==> run_1/sizing.png <==
(4 px per um)
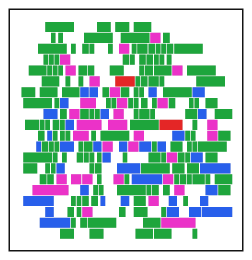
==> run_1/floorplan.png <==
(8 px per um) Pins as bars on the die edge.
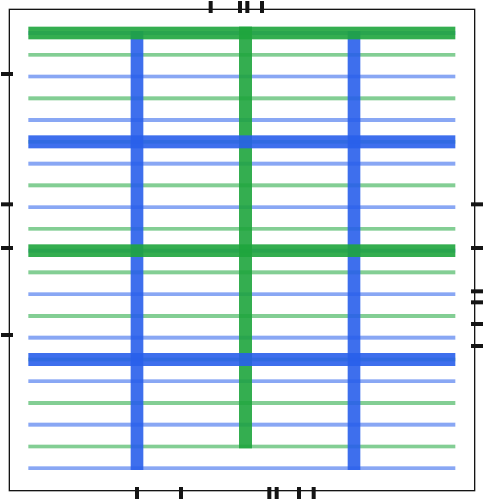
==> run_1/ff_map.png <==
(6 px per um) Other sequential cells in the stronger gray, the rest of the logic in the fainter gray.
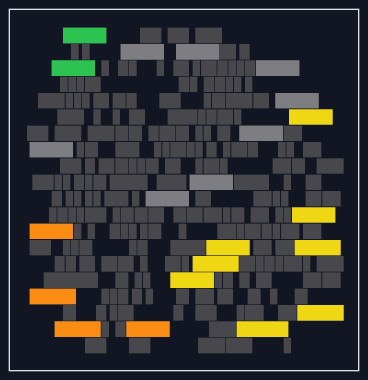
==> config.mk <==
export PLATFORM = sky130hd
export DESIGN_NAME = count_monitor
export DESIGN_NICKNAME = d
export VERILOG_FILES = /design/src/rtl/count_monitor.sv
export SDC_FILE = /design/constraint.sdc
export NUM_CORES = 1
export LEC_CHECK = 0
export ABC_AREA = 1
export CAP_MARGIN = 10
export CORE_AREA = 2 2 56 58
export CTS_BUF_LIST = sky130_fd_sc_hd__clkbuf_4 sky130_fd_sc_hd__clkbuf_8 sky130_fd_sc_hd__clkbuf_16
export DETAILED_ROUTE_END_ITERATION = 16
export DIE_AREA = 0 0 58 60
export MAX_ROUTING_LAYER = met4
export PLACE_DENSITY_LB_ADDON = 0.15
export SLEW_MARGIN = 40
export SYNTH_ARGS = -nofsm -noshare
export SYNTH_HDL_FRONTEND = slang
export SYNTH_SLANG_ARGS = --single-unit
export TNS_END_PERCENT = 5
==> constraint.sdc <==
create_clock -name clk -period 1.4 [get_ports clk]
set_input_delay 0.14 -clock clk [delete_from_list [all_inputs] [get_ports clk]]
set_output_delay 0.14 -clock clk [all_outputs]
set_load 0.01 [all_outputs]
==> flow_summary.yaml, run 1 <==
# physical design summary
synthesis:
  synth_area_mm2: 0.00134
  synthFlopType: "dfxtp_1"
  avgSynthCellArea_um2: 7.15
  common_cells: "nand2_1, inv_1, dfxtp_1"
  yosysCellCount: 187
  ys_types: 28
  ys_ff: 22
  fp_nets: 202
  ys_seq_share_pct: 33.0
  netlist_top_cells_area: "dfxtp_1, nand2_1, ha_1, inv_1, nand3_1"
  edf_count: 0
  async_reset_ff_share_pct: 0
  synthesis.instances: 187
  synth_top_area_share_pct: 33.0
  yosysTopAreaCell: "dfxtp_1"
  ys_area_mm2: 0.00134
  top_cell: "nand2_1"
  synth-warning-count: 0
setup_path:
  cp.depth: 12
  ff2ff_path_depth: 12
  critPathArrivalTime_ps: 1720
  critPathCaptureType: "flop"
  setup.worst_path.start_class: "flop"
  reg2reg_slack_ps: -100
  cp_max_fo: 5
  crit_top_cell: "nand2_2"
  crit_chain: "ha_4 -> inv_2 -> nand2_2 -> nand2_2 -> nor2_4 -> nand3_4 -> nand2_2 -> nand2_2 -> nor2_4 -> nand2_1 -> nand2_1 -> nor2_1"
  crit_family: "simple AND/OR/NAND/NOR gates"
  crit_type: "flop to flop"
  critPathSlowestCell: "dfxtp_2"
  crit_required_ps: 1620
clock_tree:
  cts.clk_slew.worst_paths_ps: 130
  cts_tree: "yes"
  hold_buffers: 0
  insertion_delay_ps: 310
  clock_sinks: 22
  cts_htree_levels: 1
  cts_root_buffer: "clkbuf_4"
  cts_resized: 15
  cts_setup_buffers: 0
  numCtsBuffers: 3
cells_and_area:
  layout_top_cells: "nand2_1, inv_1, buf_4"
  inv_count: 27
  clk_share_pct: 1.99
  largest_class: "combinational gates"
  layout.nets: 247
  drive_gt1_share_pct: 29.4
  logic_area_um2: 820
  num-multi-input-gates: 137
  largest_register_ffs: 8
  fillers: 270
  clkbuf_count: 4
  lay_top_count: "nand2_1"
  antenna_cells: 0
  comb_area_share_pct: 45.0
  buffer_area_share_pct: 19.8
  stdcell_count: 264
run:
  max_cap_violations: 0
  warnings: 32
detailed_routing:
  dr.pass1.iters: 4
  drc: 0
  wl_mm: 2.97
  wl_per_cell_um: 11.2
  highest_layer: "met3"
  vias_per_cell: 4.83
  routed-wl-met2_mm: 1.59
  first_iter_violations: 56
  wl_met3_um: 77
sta:
  rsz0062_at_grt: "yes"
  relSlewSlack_pct: 86.1
  worst_pin_slew_ps: 208
  clock_skew_ps: 6.27
  post-route-min-period_ps: 1500
  slew_violations: 0
  max_freq_ghz: 0.665
  period_used_pct: 107
  timing.hold.ws_ps: 459
  setup-violations-final: 16
  fin_tns_setup_ps: -1070
  final.setup.worst_slack_ps: -105
placement:
  place.gp.congestion: 0.796
  placed_cell_area_mm2: 0.00173
  post-place-cells: 259
  dp_slack_ps: -283
  port-buffer-count: 19
  dp_hpwl_mm: 2.27
hold_path:
  hold_path_class: "flop to flop"
outcome:
  violations: "negative setup slack"
  outcome: "complete, but fails checks"
pwr:
  cellLeakagePower_uw: 0.000892
  pwr_density_cell_mw_per_mm2: 655
  p_total_uw: 1190
global_routing:
  grt_max_degree: 13
  grt_pass1_vias: 1233
  grt-ovfl-total: 0
  use_met1_pct: 21.5
  grt.met2_usage_pct: 35.6
  antenna_found_initial: 0
  busiest_layer: "met2"
  grt_pass1_wl_mm: 5.09
die:
  fp_util_pct: 46.0
  dieArea_mm2: 0.00348
  io_pins: 20
  nWellTaps: 33
  rows: 20
Back to the opening pictures, sizing.png:
[x6 and larger] red | cells: 2
[x1 and smaller] green | cells: 163
[x2] blue | cells: 35
[x3 and x4] magenta | cells: 31
Buffers, non-clock: 41
post-route cell area: 0.00182 mm^2
Syn-to-layout area delta: 36.4%

Back to the opening pictures, floorplan.png:
[VDD] green
[VSS] blue
met5 straps: 4
met4 straps: 3
signal pins: 20
rows: 20
met1 rails: 21
die height: 60 um
VDD IR max: 0.414 mV
core region area: 0.00290 mm^2

Back to the opening pictures, ff_map.png:
[q_prev] orange | flops: 4 | where: lower left
[wrap_cnt] yellow | flops: 8
[state] green | flops: 2
not colored: 8
Util after Layout: 62.8%
Seq area share: 24.7%
storage element area: 450 um^2
Seq. pwr: 644 uW

==> run 1: power breakdown <==
part / leakage, uW / internal [uW] / total, uW / switching [uW]
clock network: 0.0000210 / 159 / 358 / 199
registers: 0.000181 / 635 / 644 / 9.47
logic: 0.000690 / 87.0 / 192 / 105
total: 0.000892 / 880 / 1190 / 314
==> run 1: cells by family after synthesis <==
kind of cell / after synthesis / share of synthesized area (%)
XOR/XNOR: 7 / 5.15
AND-OR/OR-AND: 23 / 10.7
flip-flops: 22 / 33.0
AND/OR/NAND/NOR: 99 / 34.9
adder cells (fa/ha/maj): 7 / 6.55
buffers and inverters: 29 / 9.74
==> run 1: worst min-delay path, stage by stage (launching register included) <==
cell and delay, ps:
dfxtp_1 330, inv_1 50, a21oi_1 50
==> run 1 -> run 2 <==
- CORE_AREA: 2 2 56 58 -> 2 2 72 46
- DIE_AREA: 0 0 58 60 -> 0 0 74 48
- PLACE_DENSITY_LB_ADDON: 0.15 -> 0.12
- clock period: 1.4 -> 1.25 ns (I/O delays scaled with it)
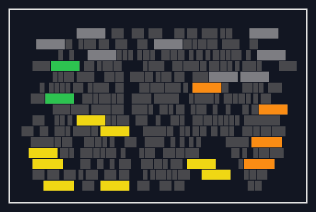
(run_2/ff_map.png)
(4 px per um) Other sequential cells in the stronger gray, the rest of the logic in the fainter gray.
[state] green | flops: 2
[q_prev] orange | flops: 4
[wrap_cnt] yellow | flops: 8
not colored: 8
Util after Layout: 68.2%
Seq area share: 23.0%
Seq. pwr: 723 uW
storage element area: 445 um^2

==> flow_summary.yaml, run 2 <==
# physical design summary
die:
  rows: 15
  coreArea_mm2: 0.00283
  die_h_um: 48
  fp.dieW_um: 74
  io_pins: 20
  dieArea_mm2: 0.00355
  nWellTaps: 42
  fp_util_pct: 47.2
synthesis:
  synthesis.instances: 187
  synthFlopType: "dfxtp_1"
  common_cells: "nand2_1, inv_1, dfxtp_1"
  synth_area_mm2: 0.00134
  edf_count: 0
  ys_seq_share_pct: 33.0
  avgSynthCellArea_um2: 7.15
  synth-warning-count: 0
  ys_types: 28
  top_cell: "nand2_1"
  fp_nets: 202
  async_reset_ff_share_pct: 0
  ys_area_mm2: 0.00134
  ys_ff: 22
  yosysTopAreaCell: "dfxtp_1"
  netlist_top_cells_area: "dfxtp_1, nand2_1, ha_1, inv_1, nand3_1"
  synth_top_area_share_pct: 33.0
  yosysCellCount: 187
placement:
  post-place-cells: 276
  port-buffer-count: 19
  place.gp.congestion: 0.813
  dp_hpwl_mm: 2.62
detailed_routing:
  dr.pass1.iters: 4
  highest_layer: "met4"
  first_iter_violations: 86
  wl_met3_um: 160
  antenna_left: 0
  wl_per_cell_um: 12.3
  routed-wl-met2_mm: 1.48
  num_vias: 1326
  drc: 0
  m1WireLength_mm: 1.78
  wl_mm: 3.46
  vias_per_cell: 4.70
cells_and_area:
  n_all_buffers: 51
  layout_top_cells: "nand2_1, buf_4, inv_1"
  buffer_area_share_pct: 21.9
  num-multi-input-gates: 137
  antenna_cells: 0
  seq_cells: 22
  inv_count: 27
  layout.nets: 257
  stdcell_count: 282
  largest_register_ffs: 8
  logic_area_um2: 857
  fillers: 268
  lay_top_count: "nand2_1"
  drive_gt1_share_pct: 32.9
  comb_area_share_pct: 44.3
  clk_share_pct: 2.14
  clkbuf_count: 3
  largest_class: "combinational gates"
global_routing:
  busiest_layer: "met2"
  grt_max_degree: 12
  antenna_found_initial: 0
  grt_usage_pct: 22.6
  grt_pass1_wl_mm: 5.75
  grt-ovfl-total: 0
  grtUsageMet3_pct: 5.68
  use_met1_pct: 30.8
  grt_pass1_vias: 1211
  grt.met2_usage_pct: 33.2
sta:
  slew_violations: 0
  setup-violations-final: 18
  timing.hold.ws_ps: 464
  period_used_pct: 127
  max_freq_ghz: 0.629
  post-route-min-period_ps: 1590
  final.setup.worst_slack_ps: -340
  rsz0062_at_grt: "yes"
  worst_pin_slew_ps: 281
  fin_tns_setup_ps: -4760
  clock_skew_ps: 5.77
  relSlewSlack_pct: 81.2
  hold_viol: 0
setup_path:
  critPathArrivalTime_ps: 1750
  ff2ff_path_depth: 9
  slowest_delay_ps: 340
  critPathSlowestCell: "dfxtp_2"
  path_buffers: 2
  crit_type: "flop to flop"
  reg2reg_slack_ps: -340
  setup.worst_path.start_class: "flop"
  crit_family: "simple AND/OR/NAND/NOR gates"
  critPathCaptureType: "flop"
  cp.depth: 9
  cp_max_fo: 4
  crit_chain: "ha_4 -> inv_2 -> nand2_2 -> nand2_2 -> nor2_4 -> nand4_1 -> buf_4 -> nand4_1 -> a21oi_1"
  crit_required_ps: 1410
run:
  max_cap_violations: 0
  warnings: 32
pwr:
  switchingPower_uw: 379
  power_leader: "registers"
  p_clk_uw: 447
  switching_share_pct: 26.7
  seqPwrFrac_pct: 51.0
  cellLeakagePower_uw: 0.000923
  pwr-share-clk_pct: 31.5
  power_frac_comb_pct: 17.6
  p_comb_uw: 249
  pwr_density_cell_mw_per_mm2: 735
  ir_drop_mv: 0.436
  power.internal_uw: 1040
clock_tree:
  clk_path_buf_depth: 2
  cts_tree: "yes"
  clock_sinks: 22
  insertion_delay_ps: 260
  cts_htree_levels: 1
  hold_buffers: 0
  cts_root_buffer: "clkbuf_8"
  numCtsBuffers: 3
  cts.clk_slew.worst_paths_ps: 80
hold_path:
  whs_path_depth: 1
  hold_path_class: "flop to flop"
outcome:
  violations: "negative setup slack"
  outcome: "complete, but fails checks"
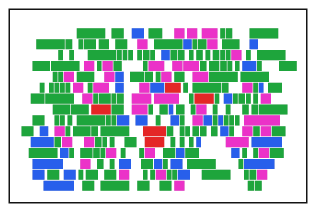
(run_2/sizing.png)
(4 px per um)
[x3 and x4] magenta | cells: 41
[x1 and smaller] green | cells: 161
[x2] blue | cells: 33
[x6 and larger] red | cells: 5
post-route cell area: 0.00193 mm^2
worst setup margin: -340 ps
Syn-to-layout area delta: 44.7%

-- run 2: per-stage QoR --
stage	setup slack (ps)	total power, uW	area, um^2
global route	-414	1480	1930
detailed placement	-428	959	1810
floorplan	-233	860	1360
CTS	-294	1420	1880
global placement	-366	952	1810
finish	-340	1420	1930
-- run 2: cell families (layout without fill, tap and decap cells) --
family | count (synthesis) | in the layout | synth area share, %
AOI/OAI and AO/OA | 23 | 23 | 10.7
and+or+nand+nor | 99 | 100 | 34.9
buffers and inverters | 29 | 81 | 9.74
xor gates and xnor gates | 7 | 7 | 5.15
DFF | 22 | 22 | 33.0
adders and majority gates | 7 | 7 | 6.55
-- run 2: repair_timing --
item	in CTS	in global routing
buffers inserted	1	1
gates cloned	1	0
gates resized	25	10
pin swaps	11	9
endpoints found under the setup margin	29	19
Power figures rest on the tool's default switching activity, not on a simulated workload.
